**Congestion heat map**

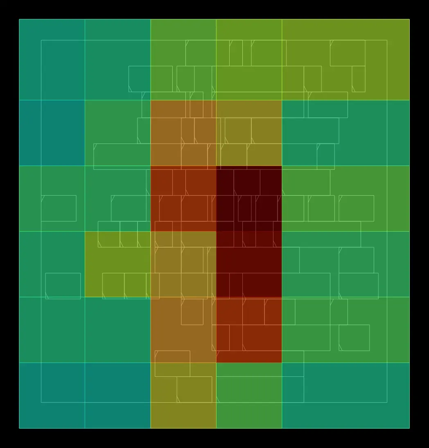
**Placement by cell class**

(8 px per um)
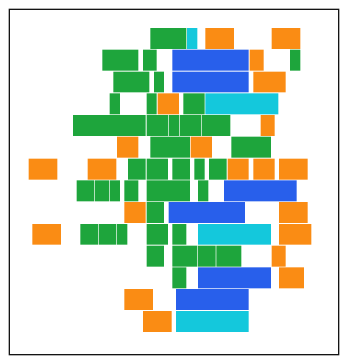
--- config.mk ---
export PLATFORM = sky130hd
export DESIGN_NAME = twelve_down
export DESIGN_NICKNAME = d
export VERILOG_FILES = /design/src/rtl/twelve_down.sv
export SDC_FILE = /design/constraint.sdc
export NUM_CORES = 1
export LEC_CHECK = 0
export ABC_CLOCK_PERIOD_IN_PS = 1840
export CAP_MARGIN = 20
export CORE_AREA = 2 2 39 41
export CTS_BUF_LIST = sky130_fd_sc_hd__clkbuf_16
export CTS_CLUSTER_DIAMETER = 120
export DETAILED_ROUTE_END_ITERATION = 8
export DIE_AREA = 0 0 41 43
export PLACE_DENSITY = 0.63
export SETUP_SLACK_MARGIN = 0.5
export SYNTH_ARGS = -nofsm -noshare
export SYNTH_HDL_FRONTEND = slang
export SYNTH_SLANG_ARGS = --single-unit
--- constraint.sdc ---
create_clock -name CLK -period 1.84 [get_ports CLK]
set_input_delay 0.184 -clock CLK [delete_from_list [all_inputs] [get_ports CLK]]
set_output_delay 0.184 -clock CLK [all_outputs]
set_load 0.05 [all_outputs]
--- src/rtl/twelve_down.sv ---
// Mod-12 down-counter with clamped parallel load, one-cycle borrow pulse and an
// optional one-shot mode that parks at zero in a DONE state until reloaded or released.
module twelve_down (
    input  logic       CLK,
    input  logic       MR,
    input  logic       EN,
    input  logic       LD,
    input  logic [3:0] D,
    input  logic       ONESHOT,
    output logic [3:0] Q,
    output logic       BO,
    output logic       DONE
);

    typedef enum logic {
        S_RUN  = 1'b0,
        S_DONE = 1'b1
    } state_t;

    state_t     state;
    state_t     state_nxt;
    logic [3:0] q_nxt;
    logic       bo_nxt;

    // Out-of-range load values saturate to the top count so Q stays within 0..11.
    function automatic logic [3:0] clamp_load(input logic [3:0] v);
        return (v > 4'd11) ? 4'd11 : v;
    endfunction

    always_ff @(posedge CLK or posedge MR) begin
        if (MR) begin
            state <= S_RUN;
            Q     <= 4'd0;
            BO    <= 1'b0;
        end else begin
            state <= state_nxt;
            Q     <= q_nxt;
            BO    <= bo_nxt;
        end
    end

    always_comb begin
        state_nxt = state;
        q_nxt     = Q;
        bo_nxt    = 1'b0;
        if (LD) begin
            q_nxt     = clamp_load(D);
            state_nxt = S_RUN;
        end else begin
            case (state)
                S_RUN: begin
                    if (EN) begin
                        if (Q != 4'd0) begin
                            q_nxt = Q - 4'd1;
                        end else begin
                            bo_nxt = 1'b1;
                            if (ONESHOT) begin
                                state_nxt = S_DONE;
                            end else begin
                                q_nxt = 4'd11;
                            end
                        end
                    end
                end
                S_DONE: begin
                    // Leaving DONE only re-arms; the wrap happens on a later enabled edge.
                    q_nxt = 4'd0;
                    if (!ONESHOT) begin
                        state_nxt = S_RUN;
                    end
                end
                default: begin
                    state_nxt = S_RUN;
                    q_nxt     = 4'd0;
                end
            endcase
        end
    end

    always_comb begin
        DONE = (state == S_DONE);
    end

endmodule

==> results.toml <==
# synthesis and place-and-route metrics
[yosys]
synth-main-ff-cell = "dfrtp_1"
ys.warnings.count = 0
synth.yosys.num_cells = 45
fraction_of_registers_with_async_set_reset = 1.00
ys_seq_frac = 0.380
post_synth_inst_count = 45
mean_instance_size_in_the_synthesized_netlist_um2 = 8.79
post_synth_tally_of_flip_flops_with_integrated_enable = 0
synthesis.nets = 55
synth_cell_type_count = 24
syn_area_um2 = 395
ys.flops = 6
ys_area_um2 = 395

[floorplanning]
fp.dieArea_um2 = 1760
std_cell_rows = 14
die_height_um = 43
chipWidth_um = 41
fp_util = 0.286
floorplan.io_pins = 15
core_um2 = 1380

[power_and_ir_drop]
power_per_cell_area_nw_per_um2 = 1040
irDropWorstVdd_uv = 329
static_leakage_power_uw = 0.000313

[worst_setup_path]
reg2reg_to = "Q[3]"
crit_path_required_time_ns = 1.95
slowest_delay_ns = 0.54
worstRegToRegCells = 3
critical_path.cell_chain = "or4b_4, or2_0, a32o_1"
type_of_the_setup_path_with_the_least_slack = "flip-flop to flip-flop"
cp.arrival_ns = 1.59
crit_slowest_cell = "or4b_4"
ff2ff_setup_slack_ns = 0.36
worst_reg2reg_startpoint = "Q[2]"
startpoint_type = "flip-flop"
crit_fanout = 2
worst_setup_path_end_kind = "flip-flop"

[route]
avgRoutedWirePerCell_um = 13.8
vias_per_cell = 5.36
remaining_drc_errors = 0
drt_first_pass_iters = 4
detailroute.via_count = 456
ant_nets = 0
drt-total-wl_um = 1170
drt_iter0_drc = 4

[final_timing]
maxClockFrequency_mhz = 676
fin_tns_setup_ns = 0
fin_crit_sh = 0.804
grt_setup_unrepaired = "yes"
final.min_clock_period_ns = 1.48
hold_viol = 0
final_max_slew_viol_count = 0
worst_pin_slew_ns = 0.488
worst_clock_skew_ns = 0.00443
maxSlewHeadroom = 0.676
setup-violations-final = 0

[finish]
area_growth_pct = 82.0
antenna-diode-count = 0
layoutNonFillerInstCount = 85
layout-drive-gt1-share = 0.362
finalNetCount = 80

[global_route]
globalRouteOverflowTotal = 0
grt_max_degree = 9
number_of_antenna_violations_at_the_first_check_in_global_routing = 0
first_global_vias = 449
grt_first_pass_wirelength_um = 1950
gr-usage-all-layers = 0.174

[clock_network]
ctsHtreeMaxLevel = 1
cts-root-to-sink-buffers = 2
cts_root_buf = "clkbuf_16"
worstSkewPairLatency_ns = 0.23
numClockSinks = 6
tritoncts = "yes"
clk_pin_slew_ns = 0.04
clock_buffer_count_from_cts = 3

[flow_run]
warnings = 29
cap_viol_max_count = 0

[placed_design]
detailed_place_hpwl_um = 776
dp_cells = 76
place_congestion = 0.741
io_buffers = 14

[min_path]
hold_class = "input port to async pin"

[outcome]
outcome = "complete, no violations"
-- 'congestion heat map' (at the start) --
global-route track usage on met3: 0.0314
Core Util, Final: 0.520

-- 'placement by cell class' (at the start) --
legend:
  cyan:
    class: clock drivers and dummy loads
    cells: 4
  orange:
    class: remaining buffers and delay cells
    cells: 21
  blue:
    class: sequential cells
    cells: 6
  green:
    class: remaining logic cells
    cells: 38

## metal layers
metal	vias up	wire, um	GRT usage
met2	20	612	0.281
met1	222	445	0.182
met4	0	39	0.140
li1	210	-	-
met3	4	77	0.0314
met5	-	0	0
## registers in the layout (all words and copies together) (netlist names)
name / count
Q: 4
BO: 1
DONE: 1
## metrics by stage
step | hold WS [ns] | total power, uW | setup WS, ns | util | instance area (um2)
5_1_grt | 0.208 | 781 | 0.323 | 0.520 | 719
6_report | 0.170 | 746 | 0.360 | 0.520 | 719
4_1_cts | 0.180 | 735 | 0.363 | 0.520 | 719
3_5_place_dp | 0.422 | 355 | 0.156 | 0.429 | 594
2_1_floorplan | -0.0252 | 285 | 0.235 | - | 423
3_3_place_gp | 0.414 | 355 | 0.171 | 0.429 | 594
## power by group
part	internal [uW]	switching, uW
Clock	282	80.0
Combinational	97.6	123
Sequential	149	14.8
Total	528	218
## cell type report
type	instances	area (um2)
Fill cell	135	664
Multi-Input combinational cell	31	256
Timing Repair Buffer	21	181
Sequential cell	6	154
Clock buffer	3	75.1
Inverter	7	28.8
Tap cell	16	20.0
Clock inverter	1	3.75
## worst max-delay path by stage
stage | cells after the start | start | endpoint
after detailed placement | 4 | EN | Q[3]
after global routing | 3 | Q[0] | Q[3]
after floorplan | 3 | Q[1] | Q[3]
final | 3 | Q[2] | Q[3]
after CTS | 3 | Q[2] | Q[3]
after global placement | 4 | EN | Q[3]
## synthesized netlist by cell type (2+ instances only)
cell,count,area (um2)
o211ai_1,2,15.0
o21ai_0,4,20.0
nand3b_1,2,15.0
nand2b_1,3,18.8
inv_1,7,26.3
nor4_1,2,12.5
nor2_1,3,11.3
dfrtp_1,6,150
## critical path: cells and delay by family, from the launching register on
kind | cells | cell delay (ns)
AND/OR/NAND/NOR | 2 | 0.76
flip-flops | 1 | 0.39
AND-OR/OR-AND | 1 | 0.23
## layout by cell type (no fill, tap or decap), types with 2 or more instances in the layout
cell / Yosys / layout
o21ai_0: 4 / 3
nand3b_1: 2 / 2
o211ai_1: 2 / 2
clkbuf_2: 0 / 3
inv_1: 7 / 7
clkdlybuf4s50_1: 0 / 8
nand2b_1: 3 / 2
buf_4: 0 / 6
dfrtp_1: 6 / 3
clkbuf_16: 0 / 3
nor2_1: 3 / 3
dfrtp_2: 0 / 3
## kinds of logic after synthesis
group,share of synthesized area
simple gates,0.304
compound gates,0.209
buf+inv,0.0760
flops,0.380
fa+ha+maj,0.0316
## repair_timing
| item | 4_1_cts | 5_1_grt |
|---|---|---|
| hold buffers | 0 | 0 |
| setup buffers | 4 | 1 |
| setup endpoints to repair | 8 | 8 |
| gates resized | 13 | 9 |
| pin swaps | 4 | 2 |
No activity file was given, so power comes from the tool's default toggle rates.
